**config.mk**
```make
export PLATFORM = sky130hd
export DESIGN_NAME = note_scheduler
export DESIGN_NICKNAME = d
export VERILOG_FILES = /design/src/rtl/note_scheduler.sv
export SDC_FILE = /design/constraint.sdc
export NUM_CORES = 1
export LEC_CHECK = 0
export CAP_MARGIN = 20
export CORE_ASPECT_RATIO = 1.2
export CORE_MARGIN = 10
export CORE_UTILIZATION = 32
export CTS_CLUSTER_SIZE = 16
export DETAILED_ROUTE_END_ITERATION = 7
export MAX_ROUTING_LAYER = met4
export PLACE_DENSITY = 0.69
export SYNTH_ARGS = -nofsm -noshare
export SYNTH_HDL_FRONTEND = slang
export SYNTH_SLANG_ARGS = --single-unit
```
**constraint.sdc**
```tcl
create_clock -name clk -period 5.6 [get_ports clk]
set_input_delay 0.56 -clock clk [delete_from_list [all_inputs] [get_ports clk]]
set_output_delay 0.56 -clock clk [all_outputs]
set_load 0.02 [all_outputs]
```
**src/rtl/note_scheduler.sv**
```systemverilog
// Note scheduler: walks a sorted note table against song time and issues spawns over valid/ready.
// Optional feature macro: NOTE_SCHED_PAUSE_EN (pause input freezes song time when defined).
module note_scheduler #(
   parameter int unsigned NUM_NOTES  = 5,
   parameter int unsigned TIME_W     = 21,
   parameter int unsigned LANE_W     = 11,
   parameter int unsigned LEN_W      = 3,
   parameter int unsigned IDX_W      = 3,
   parameter int unsigned LEAD_TICKS = 0
) (
   input  logic                          clk,
   input  logic                          reset,
   input  logic                          start,
   input  logic                          pause,
   input  logic                          tick,
   input  logic [NUM_NOTES*TIME_W-1:0]   note_time,
   input  logic [NUM_NOTES*LANE_W-1:0]   note_lane,
   input  logic [NUM_NOTES*LEN_W-1:0]    note_len,
   output logic                          spawn_valid,
   input  logic                          spawn_ready,
   output logic [IDX_W-1:0]              spawn_idx,
   output logic [TIME_W-1:0]             spawn_time,
   output logic [LANE_W-1:0]             spawn_lane,
   output logic [LEN_W-1:0]              spawn_len,
   output logic [TIME_W-1:0]             song_time,
   output logic                          busy,
   output logic                          done
);

   typedef enum logic [1:0] {StIdle, StRun, StDone} state_e;

   state_e              state_q, state_d;
   logic [TIME_W-1:0]   song_time_q, song_time_d;
   logic [IDX_W-1:0]    idx_q, idx_d;
   logic                spawn_valid_q, spawn_valid_d;
   logic [IDX_W-1:0]    spawn_idx_q, spawn_idx_d;
   logic [TIME_W-1:0]   spawn_time_q, spawn_time_d;
   logic [LANE_W-1:0]   spawn_lane_q, spawn_lane_d;
   logic [LEN_W-1:0]    spawn_len_q, spawn_len_d;

   logic [TIME_W-1:0]   sel_time;
   logic [LANE_W-1:0]   sel_lane;
   logic [LEN_W-1:0]    sel_len;
   logic [TIME_W:0]     horizon;
   logic                tick_en;
   logic                slot_free;
   logic                due;
   logic                table_end;

`ifdef NOTE_SCHED_PAUSE_EN
   assign tick_en = tick & ~pause;
`else
   logic unused_pause;
   assign unused_pause = pause;
   assign tick_en      = tick;
`endif

   // Mux the entry at idx_q out of the packed table; out-of-range idx reads as zero.
   always_comb begin
      sel_time = '0;
      sel_lane = '0;
      sel_len  = '0;
      for (int unsigned i = 0; i < NUM_NOTES; i++) begin
         if (idx_q == IDX_W'(i)) begin
            sel_time = note_time[i*TIME_W +: TIME_W];
            sel_lane = note_lane[i*LANE_W +: LANE_W];
            sel_len  = note_len[i*LEN_W +: LEN_W];
         end
      end
   end

   // One extra bit so song_time + lead never wraps before the compare.
   assign horizon   = {1'b0, song_time_q} + (TIME_W+1)'(LEAD_TICKS);
   assign table_end = (idx_q == IDX_W'(NUM_NOTES));
   assign due       = !table_end && ({1'b0, sel_time} <= horizon);
   assign slot_free = !spawn_valid_q || spawn_ready;

   always_ff @(posedge clk or posedge reset) begin
      if (reset) begin
         state_q       <= StIdle;
         song_time_q   <= '0;
         idx_q         <= '0;
         spawn_valid_q <= 1'b0;
         spawn_idx_q   <= '0;
         spawn_time_q  <= '0;
         spawn_lane_q  <= '0;
         spawn_len_q   <= '0;
      end else begin
         state_q       <= state_d;
         song_time_q   <= song_time_d;
         idx_q         <= idx_d;
         spawn_valid_q <= spawn_valid_d;
         spawn_idx_q   <= spawn_idx_d;
         spawn_time_q  <= spawn_time_d;
         spawn_lane_q  <= spawn_lane_d;
         spawn_len_q   <= spawn_len_d;
      end
   end

   always_comb begin
      state_d       = state_q;
      song_time_d   = song_time_q;
      idx_d         = idx_q;
      spawn_valid_d = spawn_valid_q;
      spawn_idx_d   = spawn_idx_q;
      spawn_time_d  = spawn_time_q;
      spawn_lane_d  = spawn_lane_q;
      spawn_len_d   = spawn_len_q;
      if (start) begin
         // Restart from any state; a pending spawn is dropped without handshake.
         state_d       = StRun;
         song_time_d   = '0;
         idx_d         = '0;
         spawn_valid_d = 1'b0;
      end else if (state_q == StRun) begin
         if (tick_en && !(&song_time_q)) begin
            song_time_d = song_time_q + TIME_W'(1);
         end
         if (slot_free) begin
            if (due) begin
               spawn_valid_d = 1'b1;
               spawn_idx_d   = idx_q;
               spawn_time_d  = sel_time;
               spawn_lane_d  = sel_lane;
               spawn_len_d   = sel_len;
               idx_d         = idx_q + IDX_W'(1);
            end else begin
               spawn_valid_d = 1'b0;
               if (table_end) begin
                  state_d = StDone;
               end
            end
         end
      end
   end

   always_comb begin
      busy        = (state_q == StRun);
      done        = (state_q == StDone);
      spawn_valid = spawn_valid_q;
      spawn_idx   = spawn_idx_q;
      spawn_time  = spawn_time_q;
      spawn_lane  = spawn_lane_q;
      spawn_len   = spawn_len_q;
      song_time   = song_time_q;
   end

endmodule
```
### Clock routing, run 1

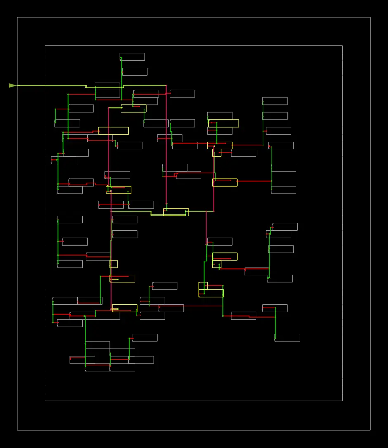
# clk buffers: 9
FFs & Latches: 65

### Clock distribution, run 1

The bar under the picture is 50 microns long.
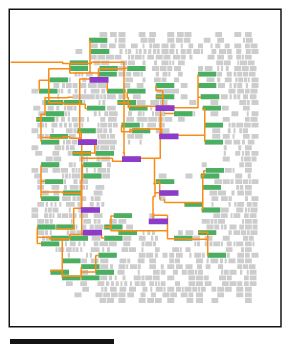
[purple] clock drivers | count: 9
[orange] clock wires | length: 1000 microns
[green] flip-flops | count: 65
routed clock nets: 10

==> Slide: Implementation Results, run 1 <==
Key Metrics from the Run

Outcome
  – Status: finished, final reports clean

Flow run
  – Log Warnings: 30

Worst setup path
  – Max FO, Critical Path: 21
  – Bufs and invs on worst path: 3
  – Top delay family on crit path: AND-OR/OR-AND gates
  – Worst path cell trace: inv_1, ha_1, nor3b_4, buf_4, a22oi_1, a211oi_1, a21oi_1, a21oi_1, ha_1, nand4_1, nor4_1, nand4_1, a221o_1, a311oi_4, buf_4, mux2_2
  – Reg-to-reg startpoint: idx_q[1]
  – CP Launch Point: idx_q[1]

Clock tree
  – Htree depth: 3
  – # hold bufs at CTS: 0
  – CTS tree: built

Power
  – Tot Pwr: approximately 3.8 mW
  – Worst vdd ir: 0.175 mV
  – Pwr/cell area: 496 mW/mm^2
  – Clk pwr: 0.604 mW

Layout
  – MI comb cells: 410
  – Layout Nets: 981
  – Fraction of area in registers: 21.5%
  – Top cells excl fill/tap: clkdlybuf4s50_1 (241), nor2_1 (94), a21oi_1 (81)
  – Cell type taking the most area: combinational gates
  – Logic area: 0.00276 sq mm
  – Clock Network Area Fraction: 4.21%
  – Layout Cells excl Fill: 952

Placement
  – Post-DP Area: about 0.0073 sq mm
  – Setup WS pre-CTS: 581 ps

Floorplanning
  – I/O Pins: 243
  – Die Wd: 130 microns

Synth
  – Largest cells by area after synthesis: dfrtp_1 (35%), a21oi_1 (8.7%), nor2_1 (7.6%)
  – Synthesized cell area: ~0.0046 sq mm
  – Adder Share, Synth: under 10%
  – Main flop type: dfrtp_1
  – Asr flop ratio synth: 100%
  – Synth Area in Simple Gates: 15.0%
  – Post-synth EDFFs: 0

Final timing
  – RSZ-0062 raised after global routing: no
  – Total negative slack: 0 ps
  – Final Hold Fails: 0
  – Tightest Pin Transition: 908 ps
  – Cycle use final: 89.4%

Global route
  – Initial antenna violation count: 0

Route
  – Via count: 5030
  – Met2 routed WL: between 9000 and 10000 microns
  – 1st-pass router iterations: 4
  – Met3 routed WL: 1230 microns

Worst hold path
  – Worst min path class: reg -> reg
### Floorplan with the power grid, run 1

Pins as bars on the die edge. Tap cells in gray.
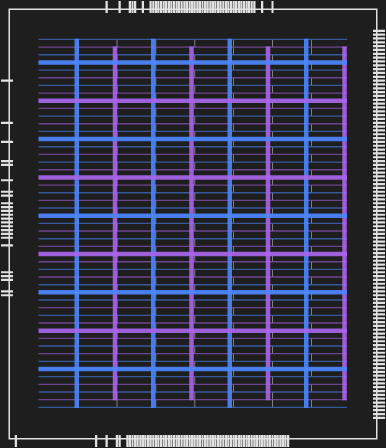
| color | net |
|---|---|
| purple | VDD |
| blue | VSS |
rows: 48
tap cells: 175
met1 rails: 49
signal pins: 243
met4 straps: 8

### Gate-type map, run 1

The bar under the picture is 50 microns long.
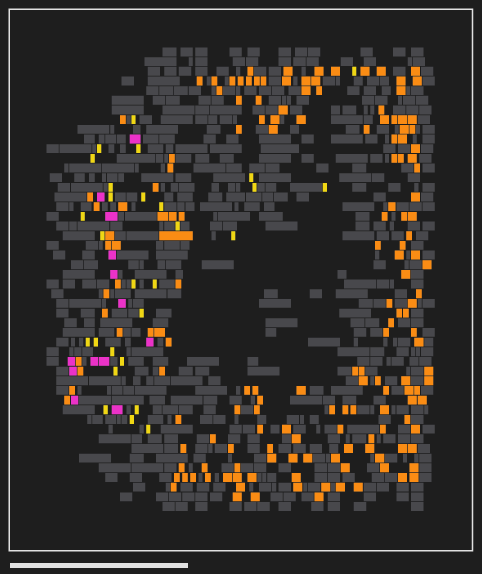

==> run 1 -> run 2 <==
--- a/config.mk
+++ b/config.mk
@@ -7,7 +7,7 @@
 export LEC_CHECK = 0
 export CAP_MARGIN = 20
 export CORE_ASPECT_RATIO = 1.2
-export CORE_MARGIN = 10
+export CORE_MARGIN = 5
 export CORE_UTILIZATION = 32
 export CTS_CLUSTER_SIZE = 16
 export DETAILED_ROUTE_END_ITERATION = 7
### Gate-type map, run 2

The bar under the picture is 20 microns long.
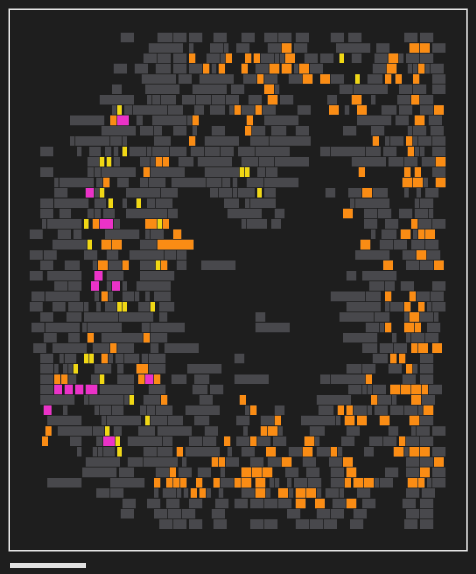
| color | family | cells |
|---|---|---|
| yellow | inverters | 28 |
| orange | inverting AOI/OAI gates | 163 |
| magenta | AND and OR gates | 13 |

### Clock distribution, run 2

The bar under the picture is 20 microns long.
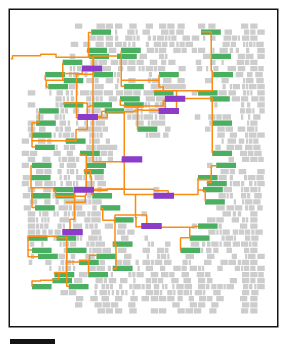
[green] flip-flops | count: 65
[purple] clock drivers | count: 9
[orange] clock wires | length: 1030 microns
flops lie: widely spread

==> Slide: Implementation Results, run 2 <==
Key Metrics from the Run

Outcome
  – Status: finished, final reports clean

Layout
  – # clk buffers: 9
  – Top cells excl fill/tap: clkdlybuf4s50_1 (241), nor2_1 (94), a21oi_1 (81)
  – Clock Network Area Fraction: 4.54%
  – Logic area: 0.00276 sq mm
  – Cell type taking the most area: combinational gates
  – Layout Cells excl Fill: 950
  – MI comb cells: 410
  – Fraction of area in registers: a little over a fifth
  – Comb area share: a little over a third

Floorplanning
  – I/O Pins: ~240

Final timing
  – Cycle use final: about nine tenths
  – Final Hold Fails: 0
  – Total negative slack: 0 ps
  – Tightest Pin Transition: 852 ps
  – RSZ-0062 raised after global routing: no

Synth
  – Post-synth EDFFs: 0
  – Synthesized cell area: roughly 0.0046 sq mm
  – Largest cells by area after synthesis: dfrtp_1 (35%), a21oi_1 (8.7%), nor2_1 (7.6%)
  – Asr flop ratio synth: 100%
  – Adder Share, Synth: 7.28%

Route
  – 1st-pass router iterations: 4
  – Met2 routed WL: 9040 microns
  – Via count: about 5100

Worst setup path
  – Top delay family on crit path: AND-OR/OR-AND gates
  – CP Launch Point: idx_q[1]
  – Reg-to-reg startpoint: idx_q[1]

Power
  – Clk pwr: 0.650 mW
  – Pwr/cell area: 495 mW/mm^2
  – Worst vdd ir: 0.232 mV
  – Tot Pwr: 3.76 mW

Global route
  – Initial antenna violation count: 0
  – First-pass GRT wire length: 27400 microns

Worst hold path
  – Worst min path class: reg -> reg

Flow run
  – Log Warnings: 30

Placement
  – Post-DP Area: 0.00724 sq mm

Clock tree
  – # hold bufs at CTS: 0
### Placed cells, one color a class, run 2

The bar under the picture is 20 microns long.
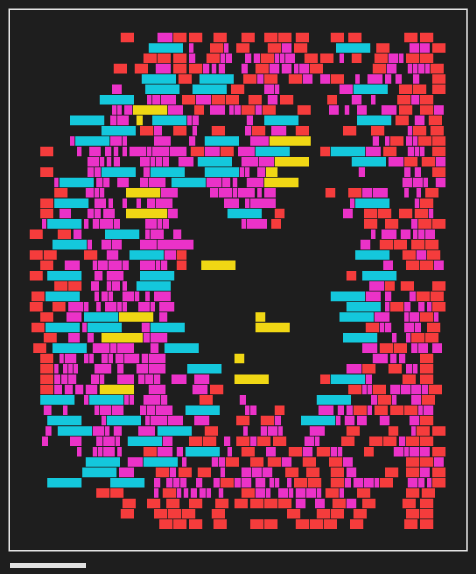
| color | class | cells |
|---|---|---|
| magenta | combinational and other logic | 438 |
| yellow | clock drivers and dummy loads | 16 |
| cyan | flops | 65 |
| red | other buffers and delay cells | 256 |

No activity file was given, so power comes from the tool's default toggle rates.
